Design pid_servo_multi, sky130hd; sources not shown.
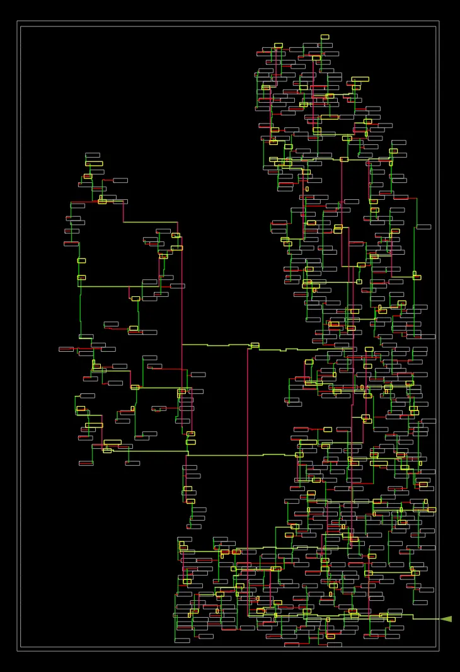
clock_nets.png
Clock Sinks: 496
CLK BUF: 103
Clock Skews: 63.3 ps
Num CTS Buffers: 82

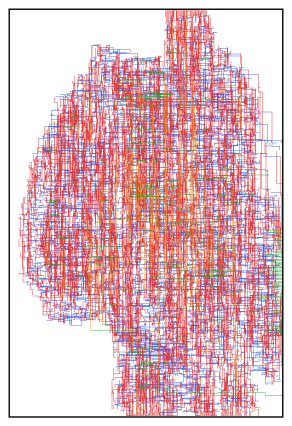
layers.png
Scale: 1 px per µm.
legend:
  orange:
    layer: M4
    wire_length: 8,170 µm
  green:
    layer: M3
    wire_length: 4,450 µm
  red:
    layer: M2
    wire_length: 68.7 mm
  purple:
    layer: M5
    wire_length: 14.7 µm
  blue:
    layer: M1
    wire_length: 44.7 mm
vias: 31,975
final WL: 126,000 µm
Routed WL per cell: 20.8 µm
Total Routing Usage GR: 0.235

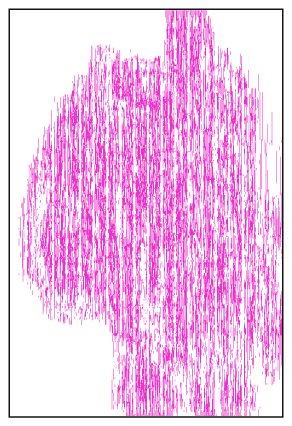
m2.png
Scale: 1 px per µm.
longest straight run: 92.3 µm
nets with wire on the layer: 4,794
share of all routed wire: 55%
met2 Use GR: 0.443

==> reports/results.ini <==
[outcome]
outcome = finished, final reports clean

[layout]
fin_util = 0.467
finalInstanceArea_um2 = 50000
fillers = 10131
syn_to_final_growth_pct = 13.1
buffers = 282
logic_area_um2 = 28000
ff_latch_area_um2 = 12500
clk_share = 0.0382
final_net_count = 5484
seq_area_frac = 0.249
comb_cells = 2875

[timing]
fin_crit_sh = 0.530
setup-violations-final = 0
hold-worst-slack_ps = 476
setup_ws_ps = 8560
rsz0062_at_grt = no
tightest_slew_ps = 1170

[floorplanning]
ioPinCount = 226
die_w_um = 272
fp_util = 0.413
tapCellCount = 1415
die_h_um = 406

[yosys]
ys_sh_adder = 0.312
syn_area_um2 = 44200
synthTopCellsByArea = dfrtp_1, fa_1, inv_1
synth_nets = 5292
ys_sh_mux = 0.103
yosys_warnings = 0
yosys-stat-area_um2 = 44200
aoi_share = 0.100
top_logic_kind = adder cells
xor_area_frac = 0.0256
synth-edff-count = 0
synth-seq-cells = 496
synth_seq_share = 0.282
avgSynthCellArea_um2 = 10.1
ys.flop_type = dfrtp_1

[clocking]
htreeDepth = 3
cts_resized = 0
cts_hold_buf = 0
cts_max_path_buffers = 3
root_buffer = clkbuf_8
clkLatencyLatePin_ps = 780

[setup_path]
crit_arrival_ps = 10340
crit_path_end_kind = flip-flop
crit_fanout = 53
crit_type = reg -> reg
r2r_cells = 26
crit_path_max_incr_delay_ps = 960

[run]
warning_count = 40

[grt]
grt_max_degree = 146
grt_antenna_before_repair = 3
grt_pass1_wl_um = 200000

[hold_path]
whs_path_depth = 2
hold_path.class = reg -> reg

[placed_design]
dp_hpwl_um = 98700

## critical path: cells and delay by family (launching register included)
| family | cells | cell delay (ps) |
|---|---|---|
| flops | 1 | 450 |
| buf+inv | 7 | 1860 |
| mux | 1 | 240 |
| simple gates | 2 | 430 |
| compound gates | 9 | 2860 |
| fa+ha+maj | 7 | 3720 |
## cell usage in the layout (no fill, tap or decap), drive strengths merged, types with 62 or more instances in the layout
| cell type | Yosys | final |
|---|---|---|
| nor2 | 284 | 284 |
| xnor2 | 85 | 85 |
| fa | 562 | 562 |
| a21oi | 157 | 157 |
| ha | 203 | 203 |
| mux2 | 251 | 251 |
| dfrtp | 464 | 464 |
| clkdlybuf4s50 | 0 | 225 |
| mux4 | 62 | 62 |
| nand2 | 459 | 459 |
| inv | 831 | 859 |
| a21o | 72 | 72 |
| clkbuf | 143 | 103 |
| o21ai | 201 | 201 |
## metal layers
metal / wire length, µm / part of all wire / GRT usage
met1: 44700 / 0.35 / 0.252
met2: 68700 / 0.55 / 0.443
met3: 4450 / 0.035 / 0.0272
met4: 8170 / 0.065 / 0.137
met5: 14 / 0.00011 / 0
## Yosys cell counts, types with 18 or more instances
cell	n
inv_1	831
buf_1	22
o21bai_1	23
a22o_1	35
dfrtp_1	464
nor2b_1	19
dfstp_2	32
nand3_1	35
mux2i_1	33
xor2_1	44
nor3_1	18
o21ai_0	179
mux2_2	251
nor2_1	284
clkbuf_1	143
xnor2_1	85
a21oi_1	157
mux4_2	62
and2_1	37
o22ai_1	43
nor4_1	19
nand4_1	27
fa_1	562
o21a_1	39
nand2_1	459
a21o_1	72
ha_1	203
